Run 1, power grid:
Scale bar: 50 um. Pins as bars on the die edge.
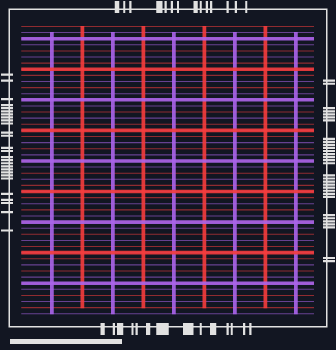
Run 1, placed cells, one color a class:
Fill, decap, tap and diode cells in gray.
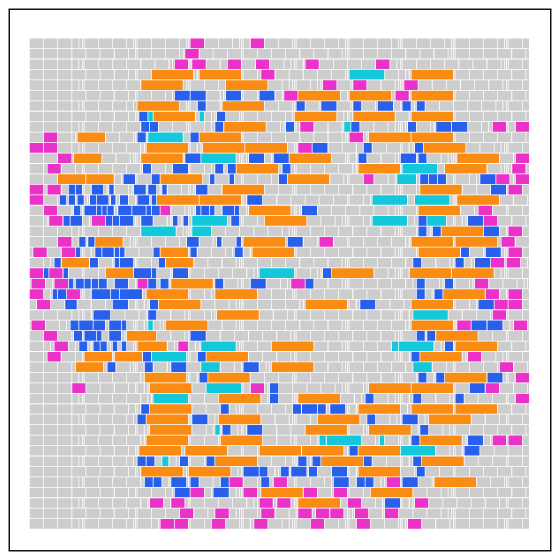
Run 1, clock wires, drivers and flops:
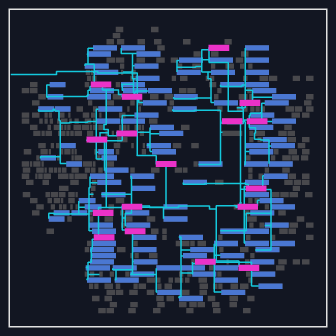
File: src/rtl/fetch_buffer_unit_if.sv
// Fetch-to-memory and fetch-to-decode signal bundle for fetch_buffer_unit.
// master is the fetch unit's view; slave is the memory/execute/decode side.
interface fetch_buffer_unit_if #(
  parameter int PC_WIDTH    = 9,
  parameter int INSTR_WIDTH = 32
);
  logic [PC_WIDTH-1:0]    imem_addr;
  logic [INSTR_WIDTH-1:0] imem_data;
  logic                   redirect_valid;
  logic [PC_WIDTH-1:0]    redirect_pc;
  logic                   out_valid;
  logic                   out_ready;
  logic [INSTR_WIDTH-1:0] out_instr;
  logic [PC_WIDTH-1:0]    out_pc;
  logic [PC_WIDTH-1:0]    out_pc_next;

  modport master (
    output imem_addr,
    input  imem_data,
    input  redirect_valid,
    input  redirect_pc,
    output out_valid,
    input  out_ready,
    output out_instr,
    output out_pc,
    output out_pc_next
  );

  modport slave (
    input  imem_addr,
    output imem_data,
    output redirect_valid,
    output redirect_pc,
    input  out_valid,
    output out_ready,
    input  out_instr,
    input  out_pc,
    input  out_pc_next
  );
endinterface

File: src/rtl/fetch_buffer_unit.sv
// Instruction fetch front end: owns the PC, queues {pc, pc_next, instr} in a BUF_DEPTH FIFO.
// Latency: fetched word reaches the head one cycle later; a redirect target shows two cycles later.
// Backpressure: out_ready=0 fills the FIFO, then the PC holds. FETCH_PERF_EN adds perf counters.
module fetch_buffer_unit #(
  parameter int PC_WIDTH    = 9,
  parameter int INSTR_WIDTH = 32,
  parameter int BUF_DEPTH   = 2,
  parameter int PC_STEP     = 1,
  parameter int RESET_PC    = 0
) (
  input  logic                 clk,
  input  logic                 reset,
  fetch_buffer_unit_if.master  bus
`ifdef FETCH_PERF_EN
  ,
  output logic [31:0]          perf_fetched,
  output logic [31:0]          perf_flushed
`endif
);

  localparam int PTR_W = (BUF_DEPTH > 1) ? $clog2(BUF_DEPTH) : 1;
  localparam int CNT_W = $clog2(BUF_DEPTH) + 1;
  localparam logic [CNT_W-1:0]    DEPTH_C = CNT_W'(BUF_DEPTH);
  localparam logic [PC_WIDTH-1:0] STEP_C  = PC_WIDTH'(PC_STEP);
  localparam logic [PC_WIDTH-1:0] RST_PC  = PC_WIDTH'(RESET_PC);

  logic [PC_WIDTH-1:0]    r_pc;
  logic [CNT_W-1:0]       r_count;
  logic [PTR_W-1:0]       r_rd_ptr;
  logic [PTR_W-1:0]       r_wr_ptr;
  logic [PC_WIDTH-1:0]    r_fifo_pc      [BUF_DEPTH];
  logic [PC_WIDTH-1:0]    r_fifo_pc_next [BUF_DEPTH];
  logic [INSTR_WIDTH-1:0] r_fifo_instr   [BUF_DEPTH];

  logic [PC_WIDTH-1:0]    w_pc_next;
  logic                   w_pop;
  logic                   w_push;

  assign w_pc_next = r_pc + STEP_C;
  assign w_pop     = (r_count != '0) & bus.out_ready;
  // A full FIFO still accepts a push when the head leaves in the same cycle.
  assign w_push    = ~bus.redirect_valid & ((r_count < DEPTH_C) | w_pop);

  always_ff @(posedge clk) begin
    if (!reset) begin
      r_pc     <= RST_PC;
      r_count  <= '0;
      r_rd_ptr <= '0;
      r_wr_ptr <= '0;
    end else if (bus.redirect_valid) begin
      r_pc     <= bus.redirect_pc;
      r_count  <= '0;
      r_rd_ptr <= '0;
      r_wr_ptr <= '0;
    end else begin
      if (w_push) begin
        r_pc     <= w_pc_next;
        r_wr_ptr <= r_wr_ptr + PTR_W'(1);
      end
      if (w_pop) begin
        r_rd_ptr <= r_rd_ptr + PTR_W'(1);
      end
      case ({w_push, w_pop})
        2'b10:   r_count <= r_count + CNT_W'(1);
        2'b01:   r_count <= r_count - CNT_W'(1);
        default: r_count <= r_count;
      endcase
    end
  end

  // Entries are cleared on reset so the head ports are never X.
  always_ff @(posedge clk) begin
    if (!reset) begin
      for (int i = 0; i < BUF_DEPTH; i++) begin
        r_fifo_pc[i]      <= '0;
        r_fifo_pc_next[i] <= '0;
        r_fifo_instr[i]   <= '0;
      end
    end else if (w_push) begin
      r_fifo_pc[r_wr_ptr]      <= r_pc;
      r_fifo_pc_next[r_wr_ptr] <= w_pc_next;
      r_fifo_instr[r_wr_ptr]   <= bus.imem_data;
    end
  end

  assign bus.imem_addr   = r_pc;
  assign bus.out_valid   = (r_count != '0);
  assign bus.out_instr   = r_fifo_instr[r_rd_ptr];
  assign bus.out_pc      = r_fifo_pc[r_rd_ptr];
  assign bus.out_pc_next = r_fifo_pc_next[r_rd_ptr];

`ifdef FETCH_PERF_EN
  logic [31:0] r_perf_fetched;
  logic [31:0] r_perf_flushed;

  always_ff @(posedge clk) begin
    if (!reset) begin
      r_perf_fetched <= '0;
      r_perf_flushed <= '0;
    end else begin
      if (w_push) begin
        r_perf_fetched <= r_perf_fetched + 32'd1;
      end
      if (bus.redirect_valid) begin
        r_perf_flushed <= r_perf_flushed + 32'(r_count);
      end
    end
  end

  assign perf_fetched = r_perf_fetched;
  assign perf_flushed = r_perf_flushed;
`endif

endmodule
File: src/flat_wrapper.sv
// flat-port wrapper written by rule: the top's interface ports become plain ports
module fetch_buffer_unit_flat 
#(
  parameter int PC_WIDTH    = 9,
  parameter int INSTR_WIDTH = 32,
  parameter int BUF_DEPTH   = 2,
  parameter int PC_STEP     = 1,
  parameter int RESET_PC    = 0
)
  (clk, reset, bus_imem_addr, bus_imem_data, bus_redirect_valid, bus_redirect_pc, bus_out_valid, bus_out_ready, bus_out_instr, bus_out_pc, bus_out_pc_next);
  fetch_buffer_unit_if #(.PC_WIDTH(PC_WIDTH), .INSTR_WIDTH(INSTR_WIDTH)) bus_i ();
  input  logic clk;
  input  logic reset;
  output wire logic [$bits(bus_i.imem_addr)-1:0] bus_imem_addr;
  input wire logic [$bits(bus_i.imem_data)-1:0] bus_imem_data;
  input wire logic [$bits(bus_i.redirect_valid)-1:0] bus_redirect_valid;
  input wire logic [$bits(bus_i.redirect_pc)-1:0] bus_redirect_pc;
  output wire logic [$bits(bus_i.out_valid)-1:0] bus_out_valid;
  input wire logic [$bits(bus_i.out_ready)-1:0] bus_out_ready;
  output wire logic [$bits(bus_i.out_instr)-1:0] bus_out_instr;
  output wire logic [$bits(bus_i.out_pc)-1:0] bus_out_pc;
  output wire logic [$bits(bus_i.out_pc_next)-1:0] bus_out_pc_next;
  assign bus_imem_addr = bus_i.imem_addr;
  assign bus_i.imem_data = bus_imem_data;
  assign bus_i.redirect_valid = bus_redirect_valid;
  assign bus_i.redirect_pc = bus_redirect_pc;
  assign bus_out_valid = bus_i.out_valid;
  assign bus_i.out_ready = bus_out_ready;
  assign bus_out_instr = bus_i.out_instr;
  assign bus_out_pc = bus_i.out_pc;
  assign bus_out_pc_next = bus_i.out_pc_next;
  fetch_buffer_unit #(.PC_WIDTH(PC_WIDTH), .INSTR_WIDTH(INSTR_WIDTH), .BUF_DEPTH(BUF_DEPTH), .PC_STEP(PC_STEP), .RESET_PC(RESET_PC)) u_core (.clk(clk), .reset(reset), .bus(bus_i));
endmodule
File: config.mk
export PLATFORM = sky130hd
export DESIGN_NAME = fetch_buffer_unit_flat
export DESIGN_NICKNAME = d
export VERILOG_FILES = /design/src/rtl/fetch_buffer_unit_if.sv /design/src/rtl/fetch_buffer_unit.sv /design/src/flat_wrapper.sv
export SDC_FILE = /design/constraint.sdc
export NUM_CORES = 1
export LEC_CHECK = 0
export CAP_MARGIN = 15
export CORE_MARGIN = 5
export CORE_UTILIZATION = 30
export DETAILED_ROUTE_END_ITERATION = 12
export SLEW_MARGIN = 20
export SYNTH_ARGS = -nofsm -noshare
export SYNTH_HDL_FRONTEND = slang
export SYNTH_SLANG_ARGS = --single-unit
File: constraint.sdc
create_clock -name clk -period 13.8 [get_ports clk]
set_input_delay 2.76 -clock clk [delete_from_list [all_inputs] [get_ports clk]]
set_output_delay 2.76 -clock clk [all_outputs]
set_load 0.05 [all_outputs]
==> flow_summary.toml, run 1 <==
# synthesis and place-and-route metrics
[layout]
lay_top_cells = "clkdlybuf4s50_1, edfxtp_1, mux2_2"
drive_above_1_share = 0.211
fin_cells = 707
final_util = 0.414
regArea_mm2 = 0.00329
diodes = 0

[synth]
synth_area_leader_cell = "edfxtp_1"
adder_share = 0.00489
ys_warn_count = 0
synth_nets = 420
synth.top_cell.area_share = 0.587
syn_area_mm2 = 0.00512
ys_area_mm2 = 0.00512
ff_type = "edfxtp_1"
synth_cells = 373
synthTopCellsByArea = "edfxtp_1, mux2_2, and2_1, dfxtp_1, and3_1"
synth.area.mux_share = 0.112
ys_top_cells_by_count = "edfxtp_1, mux2_2, and2_1"
top_cell = "edfxtp_1"

[setup_path]
r2r_end = "u_core.r_fifo_instr[1][27]"
critPathCapture = "u_core.r_fifo_instr[1][27]"
crit_start = "reset"
rrSetupSlack_ns = 11.02
max_stage_delay_ns = 0.84
crit_family = "simple AND/OR/NAND/NOR gates"
cp_cell_sequence = "clkdlybuf4s50_1 -> nand2b_4 -> nor2_4 -> nand2_1 -> nand2_2 -> buf_4"
r2r-start = "u_core.r_count[1]"
cp-end-kind = "register"

[power_and_ir_drop]
cellPowerDensity_mw_per_mm2 = 138
power.leakage_nw = 2.65
p_sw_frac = 0.251
p_int_uw = 715
switchingPower_uw = 239
irDropWorstVdd_mv = 0.0827
p_seq_frac = 0.430
pwr-share-clk = 0.422

[global_routing]
grt_overflow = 0
grt_use_met1 = 0.149
gr-usage-met3 = 0.0393
use_met2 = 0.193
grt.busiest_layer = "met2"
grt_usage = 0.120

[final_timing]
setup_ws_ns = 8.20
fmax_mhz = 179
tns_ns = 0

[worst_hold_path]
whs_path_depth = 2
min_to = "u_core.r_count[1]"

[cts]
htreeDepth = 4
clock.latency.late_pin_ns = 0.41
clk_pin_slew_ns = 0.05
post_cts_buffers = 0
cts.repair.resized = 0
cts_buffers = 17
clock-sinks = 114

[outcome]
run_status = "complete, no violations"

[routing]
drc = 0
dr.pass1.iters = 6
wl_met1_um = 5140

[die]
die_area_mm2 = 0.0198

[flow_run]
warnings = 26

[placed_design]
placed_cells = 675
io_buffers = 104
-- 'power grid' (at the start) --
red -> VDD
purple -> VSS
met5 straps = 9
signal pins = 105
rows = 47
met4 straps = 9
met1 rails = 48

-- 'placed cells, one color a class' (at the start) --
blue -> remaining logic cells  # cells 233, share of their area 26%
magenta -> remaining buffers and delay cells  # cells 108, share of their area 16%
cyan -> clock drivers and dummy loads  # cells 32, share of their area 8.4%
orange -> registers  # cells 114, share of their area 50%

-- 'clock wires, drivers and flops' (at the start) --
magenta -> clock-net drivers  # count 17
cyan -> clock wires  # length 1,510 um
blue -> flip-flops  # count 114
routed clock nets = 18

run 1: area by class of cell:
type,instances,share of cell area
flip-flops and latches,114,0.476
well taps,220,0.0399
inverters,1,0.000544
clock inverters,4,0.00290
clock buffers,28,0.0780
repair buffers,108,0.155
multi-input cells,232,0.247
run 1: power groups by stage:
stage | Sequential [mW] | Combinational (mW) | Clock [mW]
2_1_floorplan | 0.418 | 0.0880 | 0
3_3_place_gp | 0.416 | 0.142 | 0
3_5_place_dp | 0.417 | 0.143 | 0
4_1_cts | 0.410 | 0.144 | 0.413
5_1_grt | 0.412 | 0.150 | 0.428
6_report | 0.410 | 0.141 | 0.403
run 1: worst min-delay path, cell delays in order (launching register included):
cell,delay (ns)
dfxtp_1,0.33
o21ai_0,0.08
a21oi_1,0.06
==> run 2, diff against run 1 <==
==> constraint.sdc (replaced) <==
create_clock -name clk -period 5.6 [get_ports clk]
set_input_delay 1.12 -clock clk [delete_from_list [all_inputs] [get_ports clk]]
set_output_delay 1.12 -clock clk [all_outputs]
set_load 0.05 [all_outputs]
Run 2, routed metal, one color a layer:
Scale bar: 50 um. Only two layers are drawn.
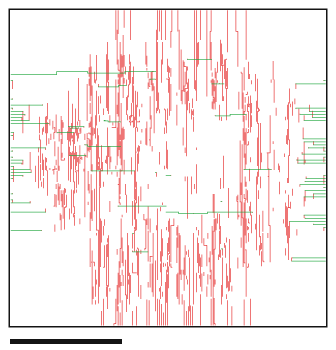
green -> M3  # wire length 668 um
red -> M2  # wire length 5,570 um

Run 2, clock wires, drivers and flops:
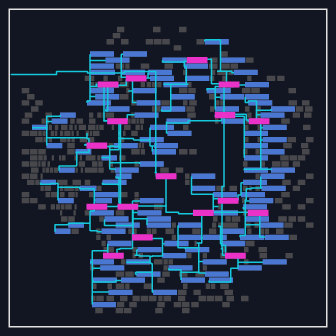
cyan -> clock wires  # length 1,510 um
blue -> flip-flops  # count 114
magenta -> clock-net drivers  # count 17
routed clock nets = 18

==> flow_summary.toml, run 2 <==
# synthesis and place-and-route metrics
[outcome]
run_status = "complete, no violations"

[worst_hold_path]
whs_path_depth = 2
min_to = "u_core.r_rd_ptr"

[layout]
flops = 114
clk_share = 0.0771
drive_above_1_share = 0.211
inverters = 1
fin_cells = 708
nonClkBufAreaFrac = 0.157
seq_share = 0.478
regArea_mm2 = 0.00329
comb_cells = 232
lay_top_cells = "clkdlybuf4s50_1, edfxtp_1, mux2_2"
n_clock_buffer = 26
buffers = 109
largestClassByArea = "sequential cells"

[cts]
clock-sinks = 114
htreeDepth = 4
post_cts_buffers = 0
cts_hold_buf = 0
cts_buffers = 17
clk_pin_slew_ns = 0.05
clock.latency.late_pin_ns = 0.41

[synth]
ff_type = "edfxtp_1"
synth_cells = 373
synth.top_cell.area_share = 0.587
synthTopCellsByArea = "edfxtp_1, mux2_2, and2_1, dfxtp_1, and3_1"
syn_area_mm2 = 0.00512
top_cell = "edfxtp_1"
ys_top_cells_by_count = "edfxtp_1, mux2_2, and2_1"
synth_nets = 420

[setup_path]
r2r_end = "u_core.r_fifo_pc[1][4]"
critPathCapture = "u_core.r_fifo_pc[1][4]"
r2r-start = "u_core.r_count[1]"
max_stage_delay_ns = 0.85
cp_cell_sequence = "clkdlybuf4s50_1 -> nand2b_4 -> nor2_4 -> buf_4 -> nand2_1 -> nand2_2 -> buf_4"
cp-end-kind = "register"

[placed_design]
placed_cells = 676
io_buffers = 104

[power_and_ir_drop]
p_comb_uw = 349
p_sw_frac = 0.257
p_int_mw = 1.72
cellPowerDensity_mw_per_mm2 = 338
p_clk_uw = 961
maxPowerGroup = "sequential cells"
pwr-share-clk = 0.414
seq-power_mw = 1.01
irDropWorstVdd_mv = 0.214
p_seq_frac = 0.436

[global_routing]
gr-usage-met3 = 0.0413
use_met2 = 0.200
grt_overflow = 0
grt_use_met1 = 0.156

[flow_run]
warnings = 26

[final_timing]
fmax_mhz = 251
finalClockPeriodUsage = 0.711
tns_ns = 0

[die]
taps = 220
die_area_mm2 = 0.0198

[routing]
dr.pass1.iters = 4
wl_met1_um = 5360
run 2: worst max-delay path: cells and delay by family:
family,cells,cell delay (ns)
buf+inv,3,1.61
simple gates,4,1.32
run 2: stage by stage:
stage | instance area [um2] | worst slack, ns | power (mW)
2_1_floorplan | 5120 | 0.112 | 1.25
3_3_place_gp | 6350 | 1.26 | 1.38
3_5_place_dp | 6350 | 1.18 | 1.38
4_1_cts | 6880 | 1.61 | 2.35
5_1_grt | 6880 | 1.43 | 2.41
6_report | 6880 | 1.62 | 2.32
run 2: kinds of logic after synthesis:
kind of cell / after synthesis / synth area share
xor gates and xnor gates: 17 / 0.0291
DFF: 114 / 0.642
and+or+nand+nor: 143 / 0.166
AOI/OAI and AO/OA: 19 / 0.0186
buffers and inverters: 27 / 0.0281
adders and majority gates: 2 / 0.00489
muxes: 51 / 0.112
==> run 3, diff against run 2 <==
==> constraint.sdc (replaced) <==
create_clock -name clk -period 3.5 [get_ports clk]
set_input_delay 0.7 -clock clk [delete_from_list [all_inputs] [get_ports clk]]
set_output_delay 0.7 -clock clk [all_outputs]
set_load 0.05 [all_outputs]
Run 3, clock routing:
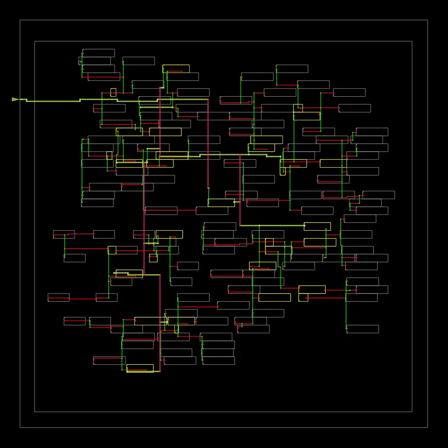
Late-Pin Clk Latency: 0.41 ns
clk pwr: 1.94 mW
CTS Buf Count: 17
clock sink total: 114
Clock buffer cells: 18

Run 3, power grid:
Scale bar: 50 um. Pins as bars on the die edge.
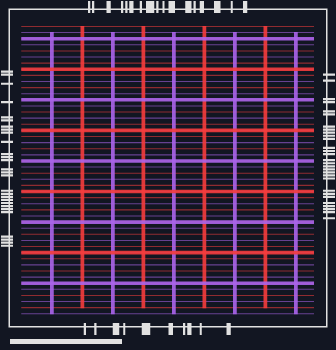
purple -> VSS
red -> VDD
met5 straps = 9
met1 rails = 48
met4 straps = 9
signal pins = 105
rows = 47

==> flow_summary.toml, run 3 <==
# synthesis and place-and-route metrics
[layout]
regArea_mm2 = 0.00329
final_area_mm2 = 0.00706
comb_area_mm2 = 0.00171
largest-register = "u_core.r_fifo_instr"
lay_top_count = "clkdlybuf4s50_1"
largest_reg_flops = 64
lay_top_cells = "clkdlybuf4s50_1, edfxtp_1, mux2_2"
final_util = 0.424
fin_cells = 710
fin_nets = 524
nFillCells = 1519
drive_above_1_share = 0.224

[cts]
cts_root_buffer = "clkbuf_16"
clk_pin_slew_ns = 0.05
htreeDepth = 4
cts.repair.resized = 0
cts_buffer_depth = 2
post_cts_buffers = 0
cts_hold_buf = 0

[setup_path]
r2r_cells = 3
criticalPathCategory = "register to output pin"
cp_num_cells = 3
r2r-start = "u_core.r_wr_ptr"
critPathCapture = "bus_out_pc_next[8]"
path_buffers = 2
cp_cell_sequence = "buf_12 -> mux2_2 -> clkdlybuf4s50_1"
cp-end-kind = "output pin"
startpoint_type = "register"
crit_family = "buffers and inverters"
r2r_end = "u_core.r_fifo_instr[1][28]"
max_stage_delay_ns = 0.75

[routing]
dr.pass1.iters = 4
wl_um = 12000
ant_nets = 0
drt_iter0_drc = 187
wire_per_inst_um = 16.9
vias = 3228
viasPerCell = 4.55

[worst_hold_path]
whs_path_depth = 2
hold_path.class = "register to register"

[synth]
top_cell = "edfxtp_1"
synth.distinct_cells = 32
synthTopCellsByArea = "edfxtp_1, mux2_2, and2_1, dfxtp_1, and3_1"
ys_seq_elements = 114
ys_top_cells_by_count = "edfxtp_1, mux2_2, and2_1"
synth_nets = 420
synth.top_cell.area_share = 0.587
syn_area_mm2 = 0.00512
yosysSeqAreaShare = 0.642
ys_warn_count = 0
synth_cells = 373
ff_type = "edfxtp_1"

[placed_design]
place_area_mm2 = 0.00639
dpl_worst_slack_ns = 0.797
gp_congestion = 0.757
placed_cells = 678
io_buffers = 104

[global_routing]
grt_pass1_vias = 3466
grt_overflow = 0
grt_use_met1 = 0.162
gr-usage-met3 = 0.0389
use_met2 = 0.200
grt_first_pass_wirelength_um = 19300

[flow_run]
warnings = 26

[final_timing]
fmax_mhz = 351
setup_viol = 0
hold_viol_final = 0
rsz0062_at_grt = "no"
finalClockPeriodUsage = 0.814
tns_ns = 0
setup_ws_ns = 0.650
worst_slew_pin_slew_ns = 0.907

[power_and_ir_drop]
p_seq_frac = 0.391
seq-power_mw = 1.61
total_power_mw = 4.13
p_comb_frac = 0.138
p_int_mw = 3.12
p_sw_frac = 0.244
maxPowerGroup = "the clock network"
p_comb_uw = 568
pwr-share-clk = 0.471
irDropWorstVdd_mv = 0.335
cellPowerDensity_mw_per_mm2 = 585

[die]
fp_util = 0.307
die_area_mm2 = 0.0198

[outcome]
run_status = "complete, no violations"
## run 3: cell type report
class,count,area share
clock inverters,14,0.0333
inverters,1,0.000532
repair buffers,111,0.159
clock buffers,18,0.0608
flip-flops and latches,114,0.466
multi-input cells,232,0.242
well taps,220,0.0390
## run 3: logic make-up after synthesis
group,Yosys count,share of synthesized area
compound gates,19,0.0186
xor+xnor,17,0.0291
fa+ha+maj,2,0.00489
buf+inv,27,0.0281
flops,114,0.642
mux,51,0.112
simple gates,143,0.166
## run 3: metal layers
| layer | vias to the layer above | share of wire |
|---|---|---|
| li1 | 1547 | - |
| met1 | 1573 | 0.45 |
| met2 | 92 | 0.48 |
| met3 | 16 | 0.055 |
| met4 | 0 | 0.015 |
| met5 | - | 0 |
Power figures rest on the tool's default switching activity, not on a simulated workload.
